===== config.mk =====
export PLATFORM = sky130hd
export DESIGN_NAME = rr_arb_16
export DESIGN_NICKNAME = d
export VERILOG_FILES = /design/src/rtl/arb_pkg.sv /design/src/rtl/onehot2bin_16.sv /design/src/rtl/rr_arb_16.sv
export SDC_FILE = /design/constraint.sdc
export NUM_CORES = 1
export LEC_CHECK = 0
export CELL_PAD_IN_SITES_DETAIL_PLACEMENT = 1
export CELL_PAD_IN_SITES_GLOBAL_PLACEMENT = 1
export CORE_MARGIN = 5
export CORE_UTILIZATION = 40
export DETAILED_ROUTE_END_ITERATION = 6
export GPL_ROUTABILITY_DRIVEN = 0
export PLACE_DENSITY = 0.89
export SETUP_SLACK_MARGIN = 0.4
export SLEW_MARGIN = 10
export SYNTH_ARGS = -nofsm -noshare
export SYNTH_HDL_FRONTEND = slang
export SYNTH_SLANG_ARGS = --single-unit
export TNS_END_PERCENT = 1

===== constraint.sdc =====
create_clock -name clk -period 4.45 [get_ports clk]
set_input_delay 0.89 -clock clk [delete_from_list [all_inputs] [get_ports clk]]
set_output_delay 0.89 -clock clk [all_outputs]
set_load 0.005 [all_outputs]

===== src/rtl/arb_pkg.sv =====
// arb_pkg: shared sizes, FSM state and priority-scan helper for the round-robin arbiter
package arb_pkg;
    localparam int N_REQ  = 16;
    localparam int ID_W   = 4;
    localparam int HOLD_W = 5;
    typedef enum logic {IDLE, OWN} state_t;
    function automatic logic [ID_W:0] first_set32(input logic [2*N_REQ-1:0] v);
        logic [ID_W:0] r;
        r = '0;
        for (int i = 2*N_REQ-1; i >= 0; i--) r = v[i] ? {1'b1, ID_W'(i)} : r;
        return r;
    endfunction
endpackage


===== src/rtl/onehot2bin_16.sv =====
// onehot2bin_16: one-hot grant vector to binary index, zero for an all-zero input
module onehot2bin_16
    import arb_pkg::*;
(
    input  logic [N_REQ-1:0] oh_i,
    output logic [ID_W-1:0]  bin_o
);
    always_comb begin
        bin_o = '0;
        for (int i = 0; i < N_REQ; i++) bin_o = oh_i[i] ? (bin_o | ID_W'(i)) : bin_o;
    end
endmodule


===== src/rtl/rr_arb_16.sv =====
// rr_arb_16: 16-way round-robin arbiter with registered one-hot grant and optional hold limit
module rr_arb_16
    import arb_pkg::*;
#(
    parameter int HOLD_MAX = 15
) (
    input  logic             clk,
    input  logic             rst,
    input  logic [N_REQ-1:0] req,
    output logic [N_REQ-1:0] gnt,
    output logic [ID_W-1:0]  gnt_id,
    output logic             gnt_valid,
    output logic             preempt
);
    localparam logic [HOLD_W-1:0] HM = HOLD_W'(HOLD_MAX);
    state_t             state_q, state_d;
    logic [N_REQ-1:0]   gnt_q, gnt_d;
    logic [ID_W-1:0]    ptr_q, ptr_d;
    logic [HOLD_W-1:0]  hold_q, hold_d;
    logic               preempt_q, preempt_d;
    logic               owner_req, timeout, rel, arb;
    logic [N_REQ-1:0]   cand, lo_mask;
    logic [ID_W:0]      win;
    // Upper copy holds the wrapped requests, lower copy only those at or above ptr,
    // so the lowest set bit of the 32-bit word is the round-robin winner.
    always_comb begin
        owner_req = |(req & gnt_q);
        timeout   = state_q == OWN && HM != '0 && hold_q >= HM - 1'b1;
        rel       = state_q == OWN && (!owner_req || timeout);
        arb       = state_q == IDLE || rel;
        cand      = req & ~gnt_q;
        lo_mask   = ~((N_REQ'(1) << ptr_q) - N_REQ'(1));
        win       = first_set32({cand, cand & lo_mask});
        state_d   = arb ? (win[ID_W] ? OWN : IDLE) : state_q;
        gnt_d     = arb ? (win[ID_W] ? N_REQ'(1) << win[ID_W-1:0] : '0) : gnt_q;
        ptr_d     = arb && win[ID_W] ? win[ID_W-1:0] + 1'b1 : ptr_q;
        hold_d    = arb ? '0 : (state_q == OWN && hold_q < HM) ? hold_q + 1'b1 : hold_q;
        preempt_d = rel && timeout && owner_req;
    end
    always_ff @(posedge clk or posedge rst) begin
        if (rst) begin
            state_q   <= IDLE;
            gnt_q     <= '0;
            ptr_q     <= '0;
            hold_q    <= '0;
            preempt_q <= 1'b0;
        end else begin
            state_q   <= state_d;
            gnt_q     <= gnt_d;
            ptr_q     <= ptr_d;
            hold_q    <= hold_d;
            preempt_q <= preempt_d;
        end
    end
    assign gnt       = gnt_q;
    assign gnt_valid = |gnt_q;
    assign preempt   = preempt_q;
    onehot2bin_16 u_o2b (
        .oh_i  (gnt_q),
        .bin_o (gnt_id)
    );
endmodule


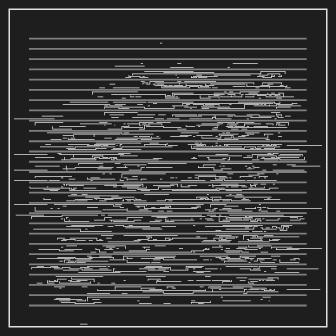
Figure 1: run 1, the metal 1 layer.
Supply wires on this layer in gray.
wire length on this layer: 3,300 um
nets with wire on the layer: 282
main direction: horizontal
longest straight run: 34.0 um

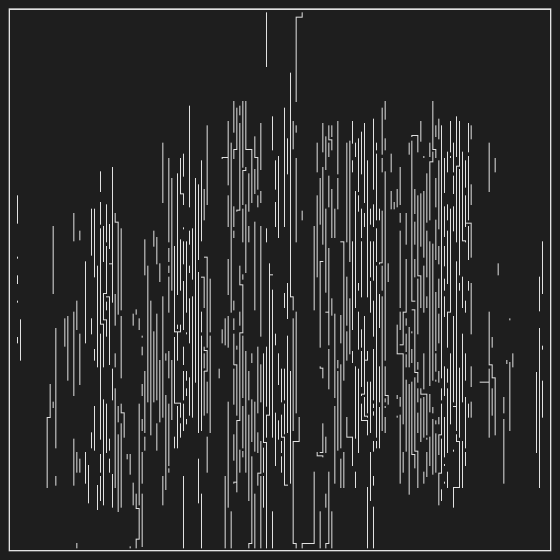
Figure 2: run 1, met2 routing.
nets with wire on the layer: 281
wire length on this layer: 3,620 um

==> flow_summary.ini, run 1 <==
; implementation run metrics
[final_layout]
post-route-util_pct = 51.2
comb_cells = 202
sh_seq_area_pct = 25.5
syn_to_final_growth_pct = 22.5
clk_share_pct = 1.74
final_cell_mix = clkdlybuf4s50_1 (39), dfrtp_1 (25), nand2_1 (18)
nClkBuffers = 3
num-nonclk-inverters = 9
biggestCellCategory = combinational gates
largest_reg_flops = 16
num_antenna_cells = 0
layout-drive-gt1-share_pct = 6.76
fin_nets = 308
non_clock_buffer_area_share_pct = 14.7

[job]
maxCapViolations = 0

[synthesis]
synth.largest_area_cell = dfrtp_1
synth.area.top_cells = dfrtp_1 (31%), a22o_1 (4.8%), ha_1 (4.6%), nand2b_1 (4.6%), nor2b_1 (3.7%)
synth_stat.cells = 247
syn_area_per_cell_um2 = 8.80
synth_flops = 27
synth-edff-count = 0
syn_inst = 247
syn_area_um2 = 2170
ff_type = dfrtp_1

[sta]
worst_slack_ps = 696
fin_crit_sh_pct = 84.4
fmax_mhz = 266
hold_viol_final = 0
timing.slew.headroom_pct = 30.1
holdWs_ps = 601
tns_ps = 0

[power_and_ir_drop]
internal-power_mw = 1.14
powerClk_uw = 140
comb-power_mw = 1.64
p_leak_nw = 1.10
power_switching_mw = 1.17
power_density_nw_per_um2 = 867
seq_power_uw = 526

[clock_network]
clock-sinks = 27
cts-buffers-inserted = 3
worstSkewPairLatency_ps = 270
cts_root_buf = clkbuf_8
cts_tree = yes

[setup_path]
cp_cell_sequence = nor2_1 > nand3b_1 > ha_1 > or4b_4 > o211ai_1 > o21ai_0 > o41ai_2 > nand3_1 > inv_1 > ha_1 > ha_1 > mux2_2
crit_required_ps = 4610
reg2reg_to = ptr_q[2]$_DFFE_PP0P_
endpoint = ptr_q[2]$_DFFE_PP0P_
cp_max_fo = 11
slowest_delay_ps = 600
slowest_stage = dfrtp_1
crit_type = reg -> reg
r2r_cells = 12

[floorplan]
rows = 26
taps = 70
coreArea_um2 = 5200
fp_util_pct = 41.8

[global_routing]
grt_pass1_wl_um = 12500
grt_use_total_pct = 21.8

[routing]
wire_per_inst_um = 21.5
ant_nets = 0
vias = 2242
via_per_inst = 6.39
dr.pass1.iters = 4

[run_status]
status = complete, no violations
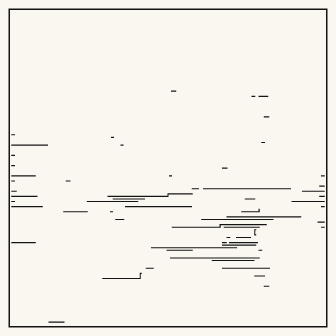
Figure 3: run 1, metal 3.
main direction: horizontal
share of all routed wire: 4.9%
wire length on this layer: 367 um
longest straight run: 23.5 um

run 1: worst max-delay path: cells and delay by family, from the launching register on:
kind            cells  cell delay (ps)
simple gates        4             1010
fa+ha+maj           3              820
compound gates      3              770
flops               1              600
mux                 1              270
buf+inv             1              170
run 1: per-layer routing:
layer  track usage (%)  wire length (um)  up-vias
li1                  -                 -     1016
met1              29.0              3300     1118
met2              36.4              3620       85
met3              1.88               367       23
met4              8.63               256        0
met5                 0                 0        -
run 1: worst min-delay path by stage:
| stage | startpoint | end | slack [ps] | cells past startpoint |
|---|---|---|---|---|
| final | state_q$_DFFE_PP0N_ | preempt$_DFF_PP0_ | 600 | 2 |
| after global routing | hold_q[3]$_DFFE_PP0P_ | hold_q[3]$_DFFE_PP0P_ | 640 | 1 |
| after CTS | state_q$_DFFE_PP0N_ | preempt$_DFF_PP0_ | 600 | 2 |
| after detailed placement | state_q$_DFFE_PP0N_ | preempt$_DFF_PP0_ | 590 | 2 |
| after global placement | state_q$_DFFE_PP0N_ | preempt$_DFF_PP0_ | 570 | 2 |
| after floorplan | hold_q[3]$_DFFE_PP0P_ | hold_q[3]$_DFFE_PP0P_ | 530 | 1 |
run 1: logic make-up after synthesis:
logic type                 count (synthesis)  share of synthesized area (%)
adders and majority gates                  8                           4.60
xor gates and xnor gates                   2                          0.806
buffers and inverters                     18                           3.62
AOI/OAI and AO/OA                         77                           26.6
DFF                                       27                           31.1
muxes                                      2                          0.978
and+or+nand+nor                          113                           32.3
run 1: repair_timing:
item | 4_1_cts | 5_1_grt
gates resized | 0 | 3
setup buffers | 0 | 0
hold buffers | 0 | 0
setup endpoints to repair | 0 | 1
run 1: through the flow:
stage	instance area (um^2)	instances
final	2660	351
after global routing	2660	351
after floorplan	2170	247
after detailed placement	2610	347
after CTS	2650	351
after global placement	2610	347
==> run 2: changes to the inputs <==
clock period = 3.9 ns   (was 4.45 ns; I/O delays follow)
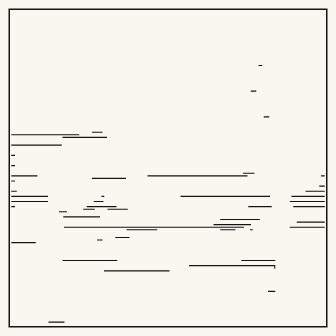
Figure 4: run 2, metal 3.
share of all routed wire: 5.0%
wire length on this layer: 380 um
longest straight run: 47.4 um

==> run 2 against run 1 <==
Clock power rose by 14%; first-iteration DRC count fell by 20%; flip-flop count did not move.
==> flow_summary.ini, run 2 <==
; implementation run metrics
[synthesis]
synth_stat.cells = 247
syn_area_per_cell_um2 = 8.80
ff_type = dfrtp_1
synth.area.top_cells = dfrtp_1 (31%), a22o_1 (4.8%), ha_1 (4.6%), nand2b_1 (4.6%), nor2b_1 (3.7%)
synth_flops = 27
syn_inst = 247
synth-edff-count = 0
synth.largest_area_cell = dfrtp_1

[setup_path]
critPathTopFamily = simple AND/OR/NAND/NOR gates
crit_required_ps = 4060
r2r_cells = 12
slowest_delay_ps = 490
cp.depth = 12
cp_max_fo = 10
worstPathBufferInverterCount = 1

[final_layout]
final_cell_mix = clkdlybuf4s50_1 (39), dfrtp_1 (25), nand2_1 (18)
fin_nets = 315
largest_reg_flops = 16
syn_to_final_growth_pct = 25.3
fin_area_um2 = 2720

[sta]
tns_ps = 0
fin_crit_sh_pct = 86.5
timing.slew.headroom_pct = 29.4
hold_viol_final = 0
fmax_mhz = 296

[routing]
routed-wl-met2_um = 3840
ant_nets = 0
drt-met1-wl_um = 3230
dr.pass1.iters = 4

[clock_network]
hold_buffers = 0
cts_tree = yes

[min_path]
hold_depth = 2
worstHoldStart = state_q$_DFFE_PP0N_

[floorplan]
fp_util_pct = 41.8
coreArea_um2 = 5200
rows = 26

[run_status]
status = complete, no violations

[global_routing]
grt_use_total_pct = 22.0

[placed_design]
post_dp_cell_area_um2 = 2630
post-place-cells = 350

[job]
maxCapViolations = 0
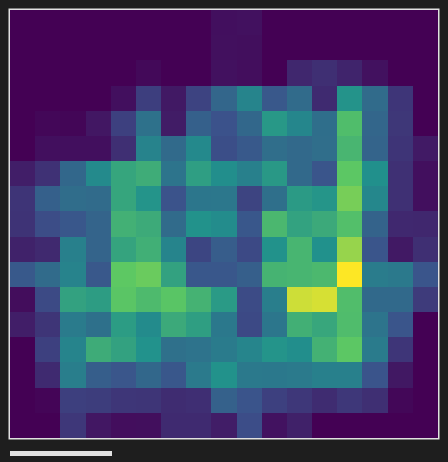
Figure 5: run 2, signal metal coverage by tile.
Bar = 20 um. The die is cut into 17 by 17 equal tiles; dark purple is low, yellow is high, scaled to the fullest tile. Values are wire area over tile area, all layers added.
emptiest ninth of the die: north-west
nearly empty tiles: 23%
mean over tiles: 0.17
fullest tile: 0.64
tiles over half the peak: 20%

[run 2: cell count changes in the layout (fill, tap and decap cells not counted), sizes merged]
cell,change
buf,+7
[run 2: routing by layer]
metal / track usage, % / up-vias
met3: 1.88 / 13
li1: - / 1030
met1: 28.5 / 1129
met2: 38.4 / 74
met4: 6.87 / 0
met5: 0 / -
[run 2: kinds of logic (layout without fill, tap and decap cells)]
kind of cell | after synthesis | count (layout) | synth area share, %
buffers and inverters | 18 | 59 | 3.62
muxes | 2 | 2 | 0.978
xor gates and xnor gates | 2 | 2 | 0.806
and+or+nand+nor | 113 | 113 | 32.3
AOI/OAI and AO/OA | 77 | 77 | 26.6
adders and majority gates | 8 | 8 | 4.60
DFF | 27 | 27 | 31.1
[run 2: worst register-to-register path, cell delays in order (launching register included)]
cell,delay (ps)
dfrtp_2,460
nor2_1,80
nand2_1,80
ha_2,280
or4b_4,500
o211ai_1,160
o21ai_0,220
o41ai_2,300
nand3_1,230
inv_1,180
ha_1,250
ha_1,260
mux2_2,270
[run 2: layout make-up]
cell class	instances	area [um^2]	area share, %
clock buffer	3	41.3	1.52
sequential	27	678	24.9
clock inverter	1	5.00	0.184
tap	70	87.6	3.22
timing repair buffer	46	443	16.3
multi-input combinational	202	1440	52.7
inverter	9	33.8	1.24
[run 2: through the flow]
stage	hold slack (ps)	utilization, %
2_1_floorplan	529	-
3_3_place_gp	572	50.5
3_5_place_dp	564	50.5
4_1_cts	595	52.1
5_1_grt	611	52.3
6_report	586	52.3
[run 2: timing repair]
action	in CTS	in global routing
resized	4	2
setup endpoints to repair	11	7
buffers inserted	3	1
pin swaps	0	1
[run 2: report_power, final]
part | internal [mW] | switching (mW)
clock network | 0.0717 | 0.0883
logic | 0.910 | 1.08
registers | 0.375 | 0.159
Power figures rest on the tool's default switching activity, not on a simulated workload.
